### Sequential cells grouped by signal name, run 1

Scale bar: 50 um. Other sequential cells in the stronger gray, the rest of the logic in the fainter gray.
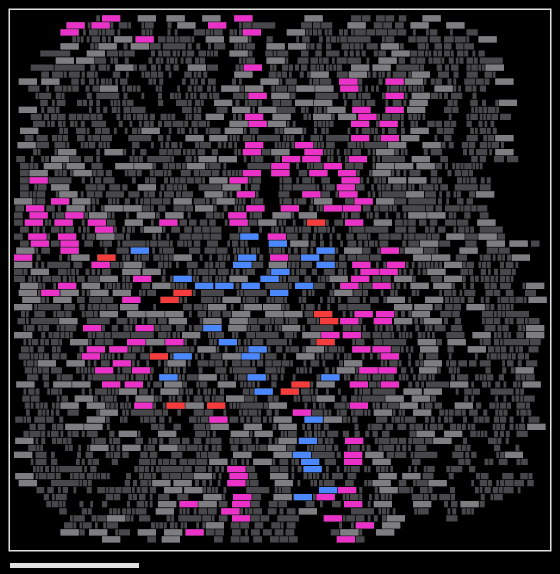
### Placement by cell class, run 1

Fill, decap, tap and diode cells in gray.
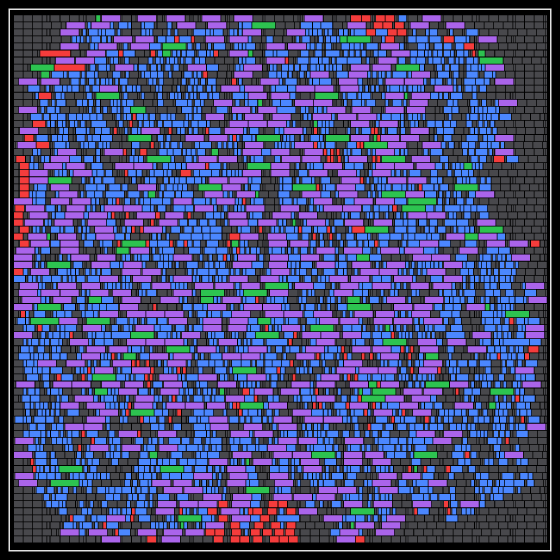
### The clock network, run 1

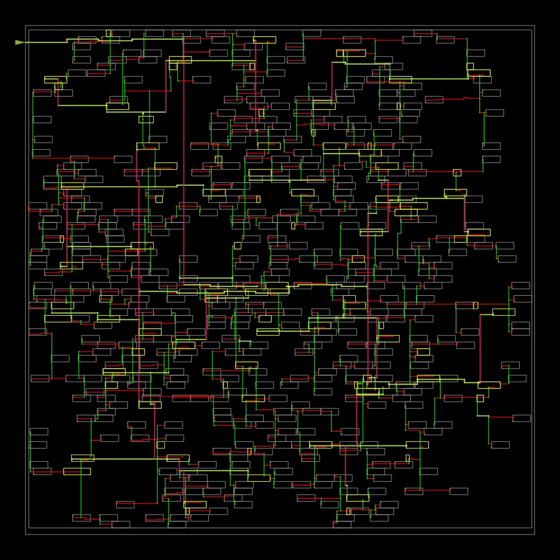
### src/rtl/led_ctrl_pkg.sv
// Shared types and constants for the multi-channel LED PWM driver.
package led_ctrl_pkg;

  localparam int CHAN_W = 4;

  typedef enum logic [2:0] {
    MODE_OFF     = 3'd0,
    MODE_ON      = 3'd1,
    MODE_BLINK   = 3'd2,
    MODE_PWM     = 3'd3,
    MODE_BREATHE = 3'd4
  } mode_t;

endpackage

### src/rtl/led_channel.sv
// One LED channel: shadow/active config, phase accumulator, mode mux and
// registered output. Shadow config is promoted only on a PWM period boundary.
module led_channel
  import led_ctrl_pkg::*;
#(
  parameter int ACC_WIDTH = 32,
  parameter int PWM_WIDTH = 8
) (
  input  logic                 clk,
  input  logic                 reset,
  input  logic [PWM_WIDTH-1:0] pwm_cnt,
  input  logic                 boundary,
  input  logic                 load,
  input  logic [2:0]           ld_mode,
  input  logic [ACC_WIDTH-1:0] ld_incr,
  input  logic [PWM_WIDTH-1:0] ld_duty,
  output logic                 pending,
  output logic                 led
);

  logic [2:0]           sh_mode_q, sh_mode_d, act_mode_q, act_mode_d;
  logic [ACC_WIDTH-1:0] sh_incr_q, sh_incr_d, act_incr_q, act_incr_d;
  logic [PWM_WIDTH-1:0] sh_duty_q, sh_duty_d, act_duty_q, act_duty_d;
  logic [ACC_WIDTH-1:0] acc_q, acc_d;
  logic                 pending_q, pending_d;
  logic                 led_q, led_d;
  logic                 apply;
  logic [PWM_WIDTH-1:0] brth_duty;

  // apply uses the pre-edge pending, so a load on the boundary edge waits a period
  assign apply = boundary & pending_q;

  always_comb begin
    sh_mode_d  = sh_mode_q;
    sh_incr_d  = sh_incr_q;
    sh_duty_d  = sh_duty_q;
    act_mode_d = act_mode_q;
    act_incr_d = act_incr_q;
    act_duty_d = act_duty_q;
    pending_d  = pending_q & ~apply;
    acc_d      = acc_q + act_incr_q;
    if (load) begin
      sh_mode_d = ld_mode;
      sh_incr_d = ld_incr;
      sh_duty_d = ld_duty;
      pending_d = 1'b1;
    end
    if (apply) begin
      act_mode_d = sh_mode_q;
      act_incr_d = sh_incr_q;
      act_duty_d = sh_duty_q;
      acc_d      = '0;
    end
  end

  // Triangle ramp: rising half uses the top bits below the MSB, falling half inverts them
  always_comb begin
    brth_duty = acc_q[ACC_WIDTH-2 -: PWM_WIDTH];
    if (acc_q[ACC_WIDTH-1]) brth_duty = ~brth_duty;
    led_d = 1'b0;
    case (mode_t'(act_mode_q))
      MODE_ON:      led_d = 1'b1;
      MODE_BLINK:   led_d = acc_q[ACC_WIDTH-1];
      MODE_PWM:     led_d = (pwm_cnt < act_duty_q);
      MODE_BREATHE: led_d = (pwm_cnt < brth_duty);
      default:      led_d = 1'b0;
    endcase
  end

  always_ff @(posedge clk) begin
    if (reset) begin
      sh_mode_q  <= '0;
      sh_incr_q  <= '0;
      sh_duty_q  <= '0;
      act_mode_q <= '0;
      act_incr_q <= '0;
      act_duty_q <= '0;
      acc_q      <= '0;
      pending_q  <= 1'b0;
      led_q      <= 1'b0;
    end else begin
      sh_mode_q  <= sh_mode_d;
      sh_incr_q  <= sh_incr_d;
      sh_duty_q  <= sh_duty_d;
      act_mode_q <= act_mode_d;
      act_incr_q <= act_incr_d;
      act_duty_q <= act_duty_d;
      acc_q      <= acc_d;
      pending_q  <= pending_d;
      led_q      <= led_d;
    end
  end

  assign pending = pending_q;
  assign led     = led_q;

endmodule

### src/rtl/led_pwm_controller.sv
// Multi-channel LED driver top: shared PWM counter, config decode and
// per-channel backpressure on the configuration port.
module led_pwm_controller
  import led_ctrl_pkg::*;
#(
  parameter int NUM_LEDS  = 4,
  parameter int ACC_WIDTH = 32,
  parameter int PWM_WIDTH = 8
) (
  input  logic                 clk,
  input  logic                 reset,
  input  logic                 cfg_valid,
  output logic                 cfg_ready,
  input  logic [CHAN_W-1:0]    cfg_chan,
  input  logic [2:0]           cfg_mode,
  input  logic [ACC_WIDTH-1:0] cfg_incr,
  input  logic [PWM_WIDTH-1:0] cfg_duty,
  output logic [NUM_LEDS-1:0]  led
);

  localparam int NUM_SLOTS = 1 << CHAN_W;

  logic [PWM_WIDTH-1:0] pwm_cnt_q, pwm_cnt_d;
  logic                 boundary;
  logic                 accept;
  logic [NUM_LEDS-1:0]  pending;
  logic [NUM_LEDS-1:0]  load;
  logic [NUM_SLOTS-1:0] pend_slot;

  always_comb begin
    pwm_cnt_d = pwm_cnt_q + PWM_WIDTH'(1);
  end

  assign boundary = &pwm_cnt_q;

  always_ff @(posedge clk) begin
    if (reset) pwm_cnt_q <= '0;
    else       pwm_cnt_q <= pwm_cnt_d;
  end

  // Unused slots read as not-pending, so out-of-range writes are always accepted
  always_comb begin
    pend_slot                = '0;
    pend_slot[NUM_LEDS-1:0]  = pending;
  end

  assign cfg_ready = ~reset & ~pend_slot[cfg_chan];
  assign accept    = cfg_valid & cfg_ready;

  for (genvar i = 0; i < NUM_LEDS; i++) begin : g_chan
    assign load[i] = accept & (cfg_chan == CHAN_W'(i));

    led_channel #(
      .ACC_WIDTH (ACC_WIDTH),
      .PWM_WIDTH (PWM_WIDTH)
    ) u_chan (
      .clk      (clk),
      .reset    (reset),
      .pwm_cnt  (pwm_cnt_q),
      .boundary (boundary),
      .load     (load[i]),
      .ld_mode  (cfg_mode),
      .ld_incr  (cfg_incr),
      .ld_duty  (cfg_duty),
      .pending  (pending[i]),
      .led      (led[i])
    );
  end

endmodule

### config.mk
export PLATFORM = sky130hd
export DESIGN_NAME = led_pwm_controller
export DESIGN_NICKNAME = d
export VERILOG_FILES = /design/src/rtl/led_ctrl_pkg.sv /design/src/rtl/led_channel.sv /design/src/rtl/led_pwm_controller.sv
export SDC_FILE = /design/constraint.sdc
export NUM_CORES = 1
export LEC_CHECK = 0
export CAP_MARGIN = 40
export CORE_MARGIN = 1
export CORE_UTILIZATION = 58
export DETAILED_ROUTE_END_ITERATION = 8
export GPL_TIMING_DRIVEN = 0
export PLACE_DENSITY = 0.75
export SETUP_SLACK_MARGIN = 0.4
export SLEW_MARGIN = 20
export SYNTH_ARGS = -nofsm -noshare
export SYNTH_HDL_FRONTEND = slang
export SYNTH_HIERARCHICAL = 1
export SYNTH_SLANG_ARGS = --single-unit
### constraint.sdc
create_clock -name clk -period 8.6 [get_ports clk]
set_input_delay 1.72 -clock clk [delete_from_list [all_inputs] [get_ports clk]]
set_output_delay 1.72 -clock clk [all_outputs]
set_load 0.005 [all_outputs]
==> CHANGELOG.md, run 1 <==
## Implementation

* Fill cells at between 3,000 and 4,000
* Total Nets Final at approximately 3,300
* R2r endpoint: g_chan[3].u_chan/acc_q[28]
* Endpoint class of the critical path: output pin
* Worst min-delay path class: reg -> reg
* Post-cts resize count at 0
* Tapcell Cnt at around 540
* Required time worst endpoint at 6.88 ns
* OpenROAD warnings at 26
* Setup_tns at 0 ns
* Layout Area Growth over Synthesis at 11.90%
* WS Path Type: in -> out
* Clock Pin Slew Worst Setup and Hold Paths at 0.06 ns
* Comb/total area at around half
* Global-route wire length before repair at approximately 110,000 um
* Tcrit/Tclk final at 62.69%
* Die y size at between 200 and 250 um
* Setup Buffers After CTS at 0
* Unrepaired setup endpoints after global routing: false
* Hold Vio Cnt, Final at 0
* Slew HR at about 43%
* Min Clock Period, post-route at roughly 5.4 ns
* Invs w/o clock at between 60 and 70
* Register share after synthesis at 39.48%
* GRT Total Usage at 30.50%
* Hpwl dp at around 50,000 um
* Initial antenna violation count at 0
* TritonRoute pass-1 iters at 6
* Post-synth EDFFs at 0
* Reg2Reg Setup Slack at 5.00 ns
* Ys cells at between 2,000 and 3,000
* Fmax achieved at around 0.19 GHz
* Multi-In Gates at about 2,200
* M1 WL at ~30,000 um
* Clock tree from TritonCTS: yes
* Inst Count DP at 3,521
* Critical path depth at 4
* Top FF cell, synth: dfxtp_1
* M2 GR Usage at 49.84%
* Late-Pin Clk Latency at between 0.6 and 0.7 ns
* ANT nets after route at 0
* Synthesized instance count at between 2,000 and 3,000
* Dpl ws at 3.226 ns
* Critical R2R Launch: pwm_cnt_q[1]
* CP peak stage delay at about 0.86 ns
* Top cell excl fill/tap: dfxtp_1
* Hold Startpoint: g_chan[0].u_chan/sh_incr_q[4]
* Met3 Track Usage GR at 3.592%
* Port Buffers at about 54
* Max-area cell class: logic gates
* Final WL at 66,890 um
* Cts hold-fix bufs at 0
* Final Setup Violations at 0
* Syn_nets at ~3,200
* Chip area at between 40,000 and 50,000 sq um
* Delay-heaviest family, CP: buffers and inverters
* Synthesis area per yosys at approximately 25,000 sq um
* Sink Count at between 400 and 500
* Total congestion overflow at 0
* Worst setup SP type: input pin
* Worst-path fanout max at 13
* Status: finished, final reports clean
* Pwr/cell area at 170.8 nW/um^2
* DRT iter0 DRCs at between 1,500 and 2,000
* Hold Path Stages at 2
* Top Registers: g_chan.u_chan/acc_q x128, g_chan.u_chan/act_incr_q x128, g_chan.u_chan/sh_incr_q x128
* CP endpoint: cfg_ready
* Crit path buffers/inverters at 3
* Final max-slew violation count at 0
## Picture notes: 'Sequential cells grouped by signal name'
color	signal	placed flops
red	g_chan.u_chan/sh_mode_q	12
magenta	g_chan.u_chan/sh_incr_q	128
blue	g_chan.u_chan/act_duty_q	32
Reg area: 9769 sq um
Finished Core Util: 65.87%
seq pwr: 2.28 mW
flop share of the area: 35.28%

## Picture notes: 'Placement by cell class'
color	class	cells	share of their area
green	clock drivers and dummy loads	94	6.3%
blue	all other logic	2,280	53%
red	other buffers and delay cells	215	4.9%
purple	flip-flops	488	36%
final instance area: 27,690 sq um
core footprint: 42,040 sq um
# rows: 75

## Picture notes: 'The clock network'
registers: 488
Fin Clk Skew: 0.02804 ns
Num CTS Buffers: 51
# clk buffers: 73

==> run 1: logic make-up after synthesis <==
| family | synth area share, % |
|---|---|
| compound gates | 17.21 |
| xor+xnor | 4.176 |
| fa+ha+maj | 9.475 |
| buf+inv | 4.105 |
| flops | 39.48 |
| mux | 7.462 |
| simple gates | 18.10 |
==> run 1: Yosys cell counts, drive strengths merged (4+ instances only) <==
master / instances / area (sq um)
o22ai: 4 / 25.02
or3: 16 / 100.1
dfxtp: 488 / 9769
o21ai: 101 / 528.0
nor3b: 12 / 95.09
a31oi: 17 / 112.6
inv: 66 / 247.7
nor2b: 11 / 68.82
nand3: 42 / 215.2
o31a: 5 / 45.04
mux2i: 180 / 1802
nand2b: 19 / 121.4
and3: 11 / 68.82
o211ai: 19 / 152.6
nor2: 341 / 1282
clkbuf: 109 / 451.7
a21oi: 346 / 1754
o221ai: 4 / 41.29
a21o: 47 / 359.1
o21a: 24 / 180.2
o2111ai: 7 / 61.31
nor3: 36 / 185.2
o31ai: 8 / 70.06
fa: 4 / 80.08
buf: 48 / 251.5
xor2: 42 / 367.9
a211oi: 30 / 240.2
nand4: 40 / 250.2
nor4: 9 / 56.30
o21bai: 17 / 127.6
ha: 181 / 2265
and2: 19 / 121.4
nand2: 470 / 1764
xnor2: 76 / 665.6
a22oi: 6 / 45.04
a211o: 7 / 61.31
==> run 1: where the power goes <==
part	switching, mW	internal, mW	leakage (nW)
Clock	0.950	1.30	0.822
Combinational	0.132	0.0702	5.49
Sequential	0.0129	2.27	3.93
==> run 1: worst register-to-register path, stage by stage (launching register included) <==
cell,delay (ns)
dfxtp_1,0.85
ha_1,0.34
nand2_1,0.11
nor3_2,0.51
buf_4,0.26
and2_1,0.13
clkbuf_1,0.44
nor2_1,0.24
and3_1,0.23
a221oi_1,0.26
nand3_1,0.11
### Clock wires, drivers and flops, run 1

Scale bar: 50 um.
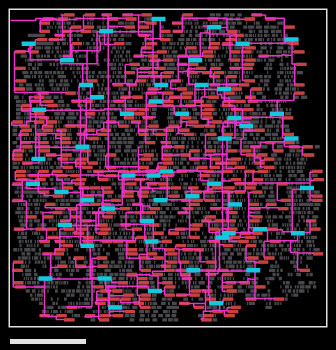

==> run 2, diff against run 1 <==
Settings changed: CORE_UTILIZATION 58 to 57, PLACE_DENSITY 0.75 to 0.77.
Clock period 8.6 ns to 4.45 ns, I/O delays scaled along.
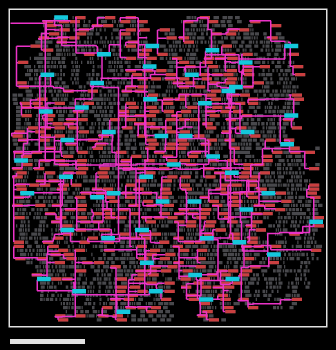
*Clock wires, drivers and flops, run 2*
Scale bar: 50 um.
[cyan] cells driving clock nets | count: 51
[magenta] clock wires | length: 5,910 um
[red] flip-flops | count: 488
flops lie	all over the die
routed clock nets	52
Fin Clk Skew: 0.02107 ns
Clk pwr share: 47.7%
clk pwr: 4.38 mW
Late-Pin Clk Latency: 0.61 ns

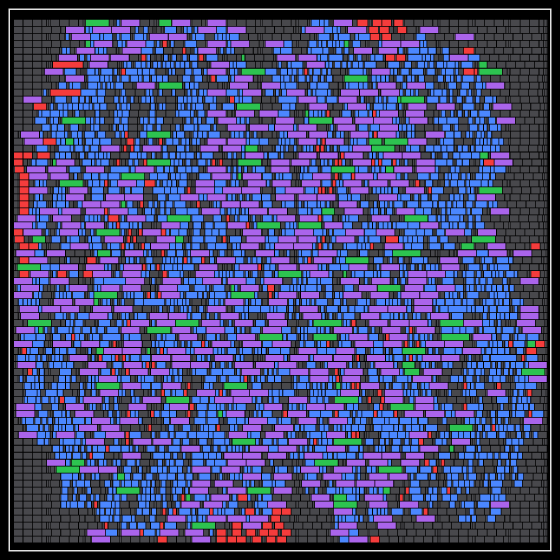
*Placement by cell class, run 2*
Fill, decap, tap and diode cells in gray.
color	class	cells	share of their area
purple	flip-flops	488	36%
green	clock drivers and dummy loads	93	6.4%
red	other buffers and delay cells	215	4.9%
blue	all other logic	2,280	53%
core footprint: 42,420 sq um
final instance area: 27,760 sq um

==> CHANGELOG.md, run 2 <==
## Implementation

* H-tree levels at 2
* Min Clock Period, post-route at slightly below 4 ns
* Dpl ws at -0.09352 ns
* Layout Area Growth over Synthesis at 12.19%
* Reg area at just under 10,000 sq um
* Reg2Reg Setup Slack at between 0.8 and 0.9 ns
* Total congestion overflow at 0
* Syn_nets at 3,162
* Clock tree from TritonCTS: yes
* Setup ws final at 0.5406 ns
* Synthesis area per yosys at about 25,000 sq um
* Reg2reg path depth at 8
* Worst EP arrival at around 4.4 ns
* Hold Vio Cnt, Final at 0
* Unique cell type count in the Yosys netlist at roughly 100
* Fmax achieved at about 0.26 GHz
* Design Power at around 9.2 mW
* Unrepaired setup endpoints after global routing: false
* Final max-slew violation count at 0
* Clock Pin Slew Worst Setup and Hold Paths at approximately 0.06 ns
* ANT nets after route at 0
* Comb/total area at between 50% and 60%
* Largest net degree at the start of global routing at 15
* Flop share of the area at a little over a third
* Cts hold-fix bufs at 0
* Finished Core Util at 65.46%
* Top-area cell share at between 30% and 40%
* Synthesized cell area at around 25,000 sq um
* Post-synth EDFFs at 0
* Status: finished, final reports clean
* DRT iter0 DRCs at approximately 1,700
* Worst-path fanout max at 13
* Total Nets Final at about 3,300
* Tcrit/Tclk final at around 88%
* Chip area at between 40,000 and 50,000 sq um
* Registers at about 490
* Setup_tns at 0 ns
* Hold Path Stages at 2
* Required time worst endpoint at just under 5 ns
* Invs w/o clock at about 66
* Yosys top cell by instances: dfxtp_1
* Endpoint class of the critical path: flip-flop
* Tapcell Cnt at around 580
* R2r endpoint: g_chan[0].u_chan/acc_q[18]
* Hpwl dp at 49,330 um
* WS Path Type: in -> reg
* Register share after synthesis at 39.48%
* Leak at around 10 nW
* Initial antenna violation count at 0
* Pwr/cell area at between 300 and 400 nW/um^2
* OpenROAD warnings at 26
* Multi-In Gates at between 2,000 and 2,500
* Port Buffers at 54
* Post-cts resize count at 0
* Worst min-delay path class: reg -> reg
* Max-area cell class: logic gates
* Die y size at 210.4 um
* Worst setup SP type: input pin
* GRT Total Usage at 30.58%
* # rows at 75
* Slew HR at between 30% and 40%
* Fill cells at approximately 3,600
* # clk buffers at 70
* Inst Count DP at about 3,600
* Top Registers: g_chan.u_chan/acc_q x128, g_chan.u_chan/act_incr_q x128, g_chan.u_chan/sh_incr_q x128
* Global-route wire length before repair at 107,700 um
* Ys cells at about 2,900
* Post-synth top cells: dfxtp_1, nand2_1, a21oi_1, nor2_1, ha_1
* Final Setup Violations at 0
* Setup Buffers After CTS at 0
* Hold Startpoint: g_chan[3].u_chan/sh_incr_q[13]
* Main area contributors: dfxtp_1, ha_1, mux2i_1, nand2_1, a21oi_1
* Critical R2R Launch: pwm_cnt_q[1]
* Final WL at 67,730 um
* Top cell excl fill/tap: dfxtp_1
* ClkCell Share at 6.215%
* Area leader, netlist: dfxtp_1
* Clock tree buffer depth at 3
* TritonRoute pass-1 iters at 5
* Synthesized instance count at around 3,000
* Top FF cell, synth: dfxtp_1
* Sink Count at slightly below 500
* Num CTS Buffers at between 50 and 60
## run 2: cell counts after synthesis
No cell type changed its count.
## run 2: per-layer routing
metal	vias to the layer above	routed length (um)	global-route usage, %
met5	-	0	0
met4	0	3703	16.94
met3	184	4111	3.725
met2	632	29970	48.76
met1	10113	29940	40.28
li1	10408	-	-
## run 2: power by group
group	switching [mW]	internal, mW	total [mW]
combinational	0.256	0.137	0.393
clock	1.83	2.55	4.38
sequential	0.0253	4.39	4.41
## run 2: cell families after synthesis
logic type / after synthesis / synth area share, %
xor gates and xnor gates: 118 / 4.176
and+or+nand+nor: 1042 / 18.10
adders and majority gates: 185 / 9.475
AOI/OAI and AO/OA: 686 / 17.21
buffers and inverters: 225 / 4.105
DFF: 488 / 39.48
muxes: 183 / 7.462
## run 2: how the worst max path moves through the flow
stage | slack (ns) | to | depth (start not counted)
finish | 0.54 | g_chan[1].u_chan/sh_incr_q[18] | 9
global route | 0.41 | g_chan[1].u_chan/sh_incr_q[18] | 9
CTS | 0.47 | g_chan[0].u_chan/sh_mode_q[2] | 8
detailed placement | -0.09 | g_chan[0].u_chan/sh_incr_q[4] | 8
global placement | -0.02 | g_chan[0].u_chan/sh_duty_q[7] | 8
floorplan | 1.70 | g_chan[3].u_chan/sh_incr_q[21] | 8
## run 2: worst max-delay path: stages
cell,delay [ns]
clkdlybuf4s50_1,0.86
buf_2,0.43
nor4b_4,0.30
nand2_1,0.11
nor3_1,0.32
clkbuf_1,0.47
clkbuf_1,0.62
mux2i_1,0.30
nor2_1,0.06
Power figures rest on the tool's default switching activity, not on a simulated workload.
